`src/rtl/host_cmd_arbiter.sv`:
```
// Round-robin share of the root host port between two masters.
// Optional read timeout enabled by defining READ_TIMEOUT_EN.
module host_cmd_arbiter #(
  parameter int ADDR_W      = 16,
  parameter int DATA_W      = 16,
  parameter int RDATA_W     = 28,
  parameter int TIMEOUT_CYC = 1024
) (
  input  logic                  clk,
  input  logic                  rst,
  input  logic [1:0]            cmd_valid,
  output logic [1:0]            cmd_ready,
  input  logic [1:0]            cmd_we,
  input  logic [2*ADDR_W-1:0]   cmd_addr,
  input  logic [2*DATA_W-1:0]   cmd_wdata,
  output logic [1:0]            rsp_valid,
  output logic [RDATA_W-1:0]    rsp_data,
  output logic                  rsp_err,
  output logic [1:0]            done,
  output logic                  write_en,
  output logic [ADDR_W-1:0]     write_addr,
  output logic [DATA_W-1:0]     write_data,
  input  logic                  write_rdy,
  output logic                  read_en,
  output logic [ADDR_W-1:0]     read_addr,
  input  logic                  read_rdy,
  output logic                  read_data_rdy,
  input  logic                  read_data_vld,
  input  logic [RDATA_W-1:0]    read_data,
  input  logic                  interrupt
);

  typedef enum logic [1:0] {
    IDLE,
    RD_WAIT,
    COMP_BUSY
  } state_t;

  if (TIMEOUT_CYC < 2) begin : g_bad_timeout
    $error("TIMEOUT_CYC must be at least 2");
  end

  state_t               r_state;
  state_t               w_next;
  logic                 r_rr;
  logic                 r_owner;
  logic [11:0]          r_rd_addr;
  logic [1:0]           r_rsp_valid;
  logic [RDATA_W-1:0]   r_rsp_data;
  logic                 r_rsp_err;
  logic [1:0]           r_done;

  logic [1:0]           w_elig;
  logic                 w_gnt;
  logic                 w_g;
  logic                 w_we;
  logic [ADDR_W-1:0]    w_addr;
  logic [DATA_W-1:0]    w_wdata;
  logic                 w_match;
  logic                 w_tmo;
  logic                 w_irq;

  always_comb begin
    w_elig[0] = cmd_valid[0] && (cmd_we[0] ? write_rdy : read_rdy);
    w_elig[1] = cmd_valid[1] && (cmd_we[1] ? write_rdy : read_rdy);
    w_gnt     = (r_state == IDLE) && !rst && (|w_elig);
    w_g       = (&w_elig) ? r_rr : w_elig[1];
    w_we      = w_g ? cmd_we[1] : cmd_we[0];
    w_addr    = w_g ? cmd_addr[ADDR_W +: ADDR_W]
                    : cmd_addr[0 +: ADDR_W];
    w_wdata   = w_g ? cmd_wdata[DATA_W +: DATA_W]
                    : cmd_wdata[0 +: DATA_W];
  end

  always_comb begin
    cmd_ready  = '0;
    write_en   = 1'b0;
    write_addr = '0;
    write_data = '0;
    read_en    = 1'b0;
    read_addr  = '0;
    if (w_gnt) begin
      cmd_ready[w_g] = 1'b1;
      if (w_we) begin
        write_en   = 1'b1;
        write_addr = w_addr;
        write_data = w_wdata;
      end else begin
        read_en    = 1'b1;
        read_addr  = w_addr;
      end
    end
  end

  assign read_data_rdy = (r_state == RD_WAIT) && !rst;
  assign w_match = read_data_rdy && read_data_vld &&
                   (read_data[RDATA_W-1 -: 12] == r_rd_addr);
  assign w_irq   = (r_state == COMP_BUSY) && interrupt;

`ifdef READ_TIMEOUT_EN
  localparam int CNT_W = $clog2(TIMEOUT_CYC);
  localparam logic [CNT_W-1:0] CNT_MAX = CNT_W'(TIMEOUT_CYC - 1);

  logic [CNT_W-1:0] r_cnt;

  always_ff @(posedge clk or posedge rst) begin
    if (rst) begin
      r_cnt <= '0;
    end else if (read_en) begin
      r_cnt <= '0;
    end else if (r_state == RD_WAIT) begin
      r_cnt <= r_cnt + 1'b1;
    end
  end

  // A matching response in the same cycle beats the timeout
  assign w_tmo = read_data_rdy && !w_match && (r_cnt == CNT_MAX);
`else
  assign w_tmo = 1'b0;
`endif

  always_comb begin
    w_next = r_state;
    unique case (r_state)
      IDLE: begin
        if (w_gnt) begin
          if (!w_we)
            w_next = RD_WAIT;
          else if (&w_addr)
            w_next = COMP_BUSY;
        end
      end
      RD_WAIT: begin
        if (w_match || w_tmo)
          w_next = IDLE;
      end
      COMP_BUSY: begin
        if (interrupt)
          w_next = IDLE;
      end
      default: w_next = IDLE;
    endcase
  end

  always_ff @(posedge clk or posedge rst) begin
    if (rst)
      r_state <= IDLE;
    else
      r_state <= w_next;
  end

  always_ff @(posedge clk or posedge rst) begin
    if (rst) begin
      r_rr      <= 1'b0;
      r_owner   <= 1'b0;
      r_rd_addr <= '0;
    end else if (w_gnt) begin
      r_rr    <= ~w_g;
      r_owner <= w_g;
      if (!w_we)
        r_rd_addr <= w_addr[11:0];
    end
  end

  always_ff @(posedge clk or posedge rst) begin
    if (rst) begin
      r_rsp_valid <= '0;
      r_rsp_data  <= '0;
      r_rsp_err   <= 1'b0;
      r_done      <= '0;
    end else begin
      r_rsp_valid <= '0;
      r_rsp_data  <= '0;
      r_rsp_err   <= 1'b0;
      r_done      <= '0;
      if (w_match) begin
        r_rsp_valid[r_owner] <= 1'b1;
        r_rsp_data           <= read_data;
      end else if (w_tmo) begin
        r_rsp_valid[r_owner] <= 1'b1;
        r_rsp_err            <= 1'b1;
      end
      if (w_irq)
        r_done[r_owner] <= 1'b1;
    end
  end

  assign rsp_valid = r_rsp_valid;
  assign rsp_data  = r_rsp_data;
  assign rsp_err   = r_rsp_err;
  assign done      = r_done;

endmodule

```
`config.mk`:
```
export PLATFORM = sky130hd
export DESIGN_NAME = host_cmd_arbiter
export DESIGN_NICKNAME = d
export VERILOG_FILES = /design/src/rtl/host_cmd_arbiter.sv
export SDC_FILE = /design/constraint.sdc
export NUM_CORES = 1
export LEC_CHECK = 0
export CORE_AREA = 2 2 91 93
export CTS_CLUSTER_DIAMETER = 30
export DETAILED_ROUTE_END_ITERATION = 12
export DIE_AREA = 0 0 93 95
export GPL_TIMING_DRIVEN = 1
export PLACE_DENSITY = 0.8
export SLEW_MARGIN = 0
export SYNTH_ARGS = -nofsm -noshare
export SYNTH_HDL_FRONTEND = slang
export SYNTH_SLANG_ARGS = --single-unit
```
`constraint.sdc`:
```
create_clock -name clk -period 2.9 [get_ports clk]
set_input_delay 0.435 -clock clk [delete_from_list [all_inputs] [get_ports clk]]
set_output_delay 0.435 -clock clk [all_outputs]
set_load 0.1 [all_outputs]
```
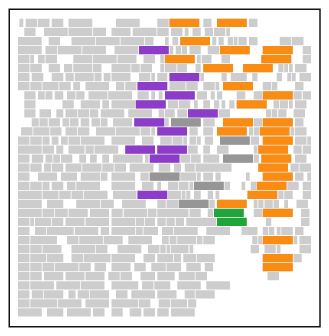
**Above:** where the registers sit.
- done: green (placed flops 2)
- rsp_data: orange (placed flops 28)
- r_rd_addr: purple (placed flops 12)
- not coloured: 6
FF+latch area: 1200 um^2
Seq/total area: 0.195
Seq. pwr: 857 uW
post-layout utilization of the core: 0.777

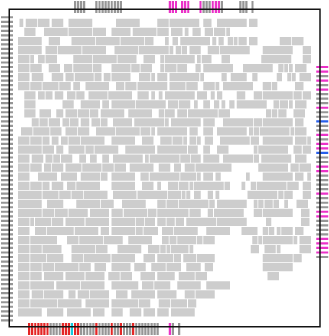
**Above:** ports around the boundary.
Pins as bars across the die edge, other pins in grey.
- write_data: red (pins 16; direction output; edge bottom)
- read_data: magenta (pins 28; direction input; edge 17 right, 10 top, 1 bottom)
- rsp_valid: blue (pins 2; direction output; edge right)
- write_en: cyan (pins 1; direction output; edge bottom)
- all pins by edge: 68 left, 46 bottom, 43 right, 31 top
die boundary width: 93 um
Die Ht: 95 um
count of buffers inserted at the top-level ports: 186

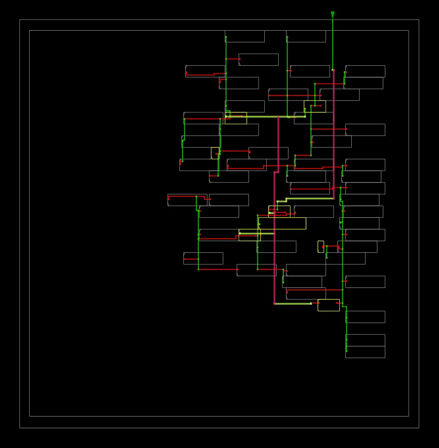
**Above:** clock nets.
clock buffer instance count of the final layout: 6
Final Skew: 0.00590 ns
clock latency reported for the late side of the worst-skew pair: 0.30 ns
number of flip-flops and latches: 48

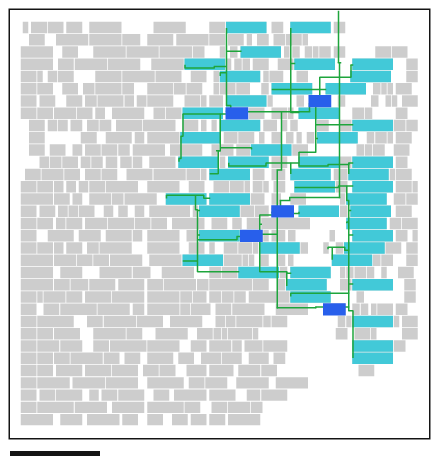
**Above:** routed clock nets over the placement.
Bar = 20 um.
- flip-flops: cyan (count 48)
- clock wires: green (length 512 um)
- clock drivers: blue (count 5)
- routed clock nets: 6
clock network fraction of total power: 0.184
Clk. pwr: 467 uW

==> impl_metrics.env <==
# physical design summary
export IMPL_setup_repair_after_global_routing_missed_its_margin="yes"
export IMPL_layout_area_overhead_vs_synth_pct=124
export IMPL_yosysTopAreaCellShare=0.437
export IMPL_post_dp_cell_area_um2=5770
export IMPL_area_share_of_and_or_nand_nor_cells_after_synthesis=0.203
export IMPL_min_from="r_owner$_DFFE_PP0P_"
export IMPL_buffer_area_frac=0.449
export IMPL_cp_slowest_stage_delay_ns=0.50
export IMPL_area_share_clock_buf_inv=0.0175
export IMPL_finalNonFillerCells=613
export IMPL_worst_hold_path_num_cells=1
export IMPL_timing_rr_start="r_state[1]$_DFFE_PP0P_"
export IMPL_path_class="input pin to output port"
export IMPL_crit_buf_inv=3
export IMPL_grtUsageTotal=0.234
export IMPL_grtUsageMet2=0.429
export IMPL_gp_weighted_congestion=0.868
export IMPL_warnings=29
export IMPL_placed_cells_incl_taps=599
export IMPL_wire_length_of_the_first_global_routing_pass_um=15800
export IMPL_cp_startpoint="rst"
export IMPL_area_of_the_die_um2=8840
export IMPL_detail_route_wirelength_um=11000
export IMPL_rows=33
export IMPL_endpoint_kind="output port"
export IMPL_netlist_top_cells_count="sky130_fd_sc_hd__nor3_1 (66), sky130_fd_sc_hd__dfrtp_1 (48), sky130_fd_sc_hd__mux2i_1 (47), sky130_fd_sc_hd__inv_1 (45), sky130_fd_sc_hd__nor2_1 (19)"
export IMPL_synth_avg_cell_area_um2=9.32
export IMPL_globalRouteMet3Util=0.0654
export IMPL_core_area_um2=7930
export IMPL_detailroute_via_count=3001
export IMPL_top_cells_excl_fill_tap="sky130_fd_sc_hd__clkdlybuf4s50_1 (97), sky130_fd_sc_hd__buf_4 (60), sky130_fd_sc_hd__buf_12 (59), sky130_fd_sc_hd__dfrtp_1 (48), sky130_fd_sc_hd__inv_1 (44)"
export IMPL_hp_class="register to register"
export IMPL_detailedRoute_firstIterationViolations=215
export IMPL_min_period_over_period=0.994
export IMPL_grt_max_degree=31
export IMPL_number_of_well_taps=105
export IMPL_preCtsSetupSlack_ns=-0.0285
export IMPL_sequentialPowerShare=0.338
export IMPL_startpoint_type="input pin"
export IMPL_drt_pre_antenna_iters=4
export IMPL_p_comb_mw=1.21
export IMPL_combinationalPowerShare=0.477
export IMPL_cts_resized_gates=10
export IMPL_worst_ep_arrival_time_ns=2.45
export IMPL_syn_cell_area_um2=2750
export IMPL_total_leakage_power_nw=2.66
export IMPL_gr_max_usage_layer="met2"
export IMPL_post_route_worst_setup_slack_ns=0.0160
export IMPL_final_hold_violation_count=0
export IMPL_path_delay_family="buffers and inverters"
export IMPL_ys_warn_count=0
export IMPL_r2r_end="r_rd_addr[3]$_DFFE_PP0P_"
export IMPL_drive_gt1_frac=0.415
export IMPL_most_common_cell="sky130_fd_sc_hd__nor3_1"
export IMPL_grt_antenna_before_repair=0
export IMPL_synth_yosys_num_cells=295
export IMPL_power_net_switching_uw=973
export IMPL_number_of_stages_on_the_worst_setup_path=7
export IMPL_yosys_stat_chipArea_um2=2750
export IMPL_flip_flop_count_of_the_largest_register_after_layout=28
export IMPL_globalRouteMet1Util=0.263
export IMPL_crit_fanout=16
export IMPL_enable_flop_cells=0
export IMPL_crit_slowest_cell="sky130_fd_sc_hd__or4b_4"
export IMPL_largest_cells_by_area_after_synthesis="sky130_fd_sc_hd__dfrtp_1 (44%), sky130_fd_sc_hd__mux2i_1 (17%), sky130_fd_sc_hd__nor3_1 (12%), sky130_fd_sc_hd__inv_1 (6.1%), sky130_fd_sc_hd__xor2_1 (3.5%)"
export IMPL_detailed_place_hpwl_um=8660
export IMPL_final_common_cell="sky130_fd_sc_hd__clkdlybuf4s50_1"
export IMPL_initial_core_util=0.347
export IMPL_run_status="finished, final reports clean"
export IMPL_clock_tree_from_tritoncts="done"
export IMPL_topmost_layer_with_routed_signal_wires="met4"
export IMPL_ctsHoldBuffers=0
export IMPL_final_cell_area_um2=6160
export IMPL_num_nonclk_buffers=227
export IMPL_maxCapViolations=0
export IMPL_synth_flops=48
export IMPL_synthFlopType="sky130_fd_sc_hd__dfrtp_1"
export IMPL_final_setup_viol_count=0
export IMPL_peakVddDrop_v=0.000254
export IMPL_largestClassByArea="buffers"
export IMPL_yosys_cell_types_count=33
export IMPL_synth_seq_share=0.437
export IMPL_comb_cells=179
export IMPL_compound_area_frac=0.0237
export IMPL_setup_total_negative_slack_ns=0
export IMPL_nNetsFinal=609
No activity file was given, so power comes from the tool's default toggle rates.
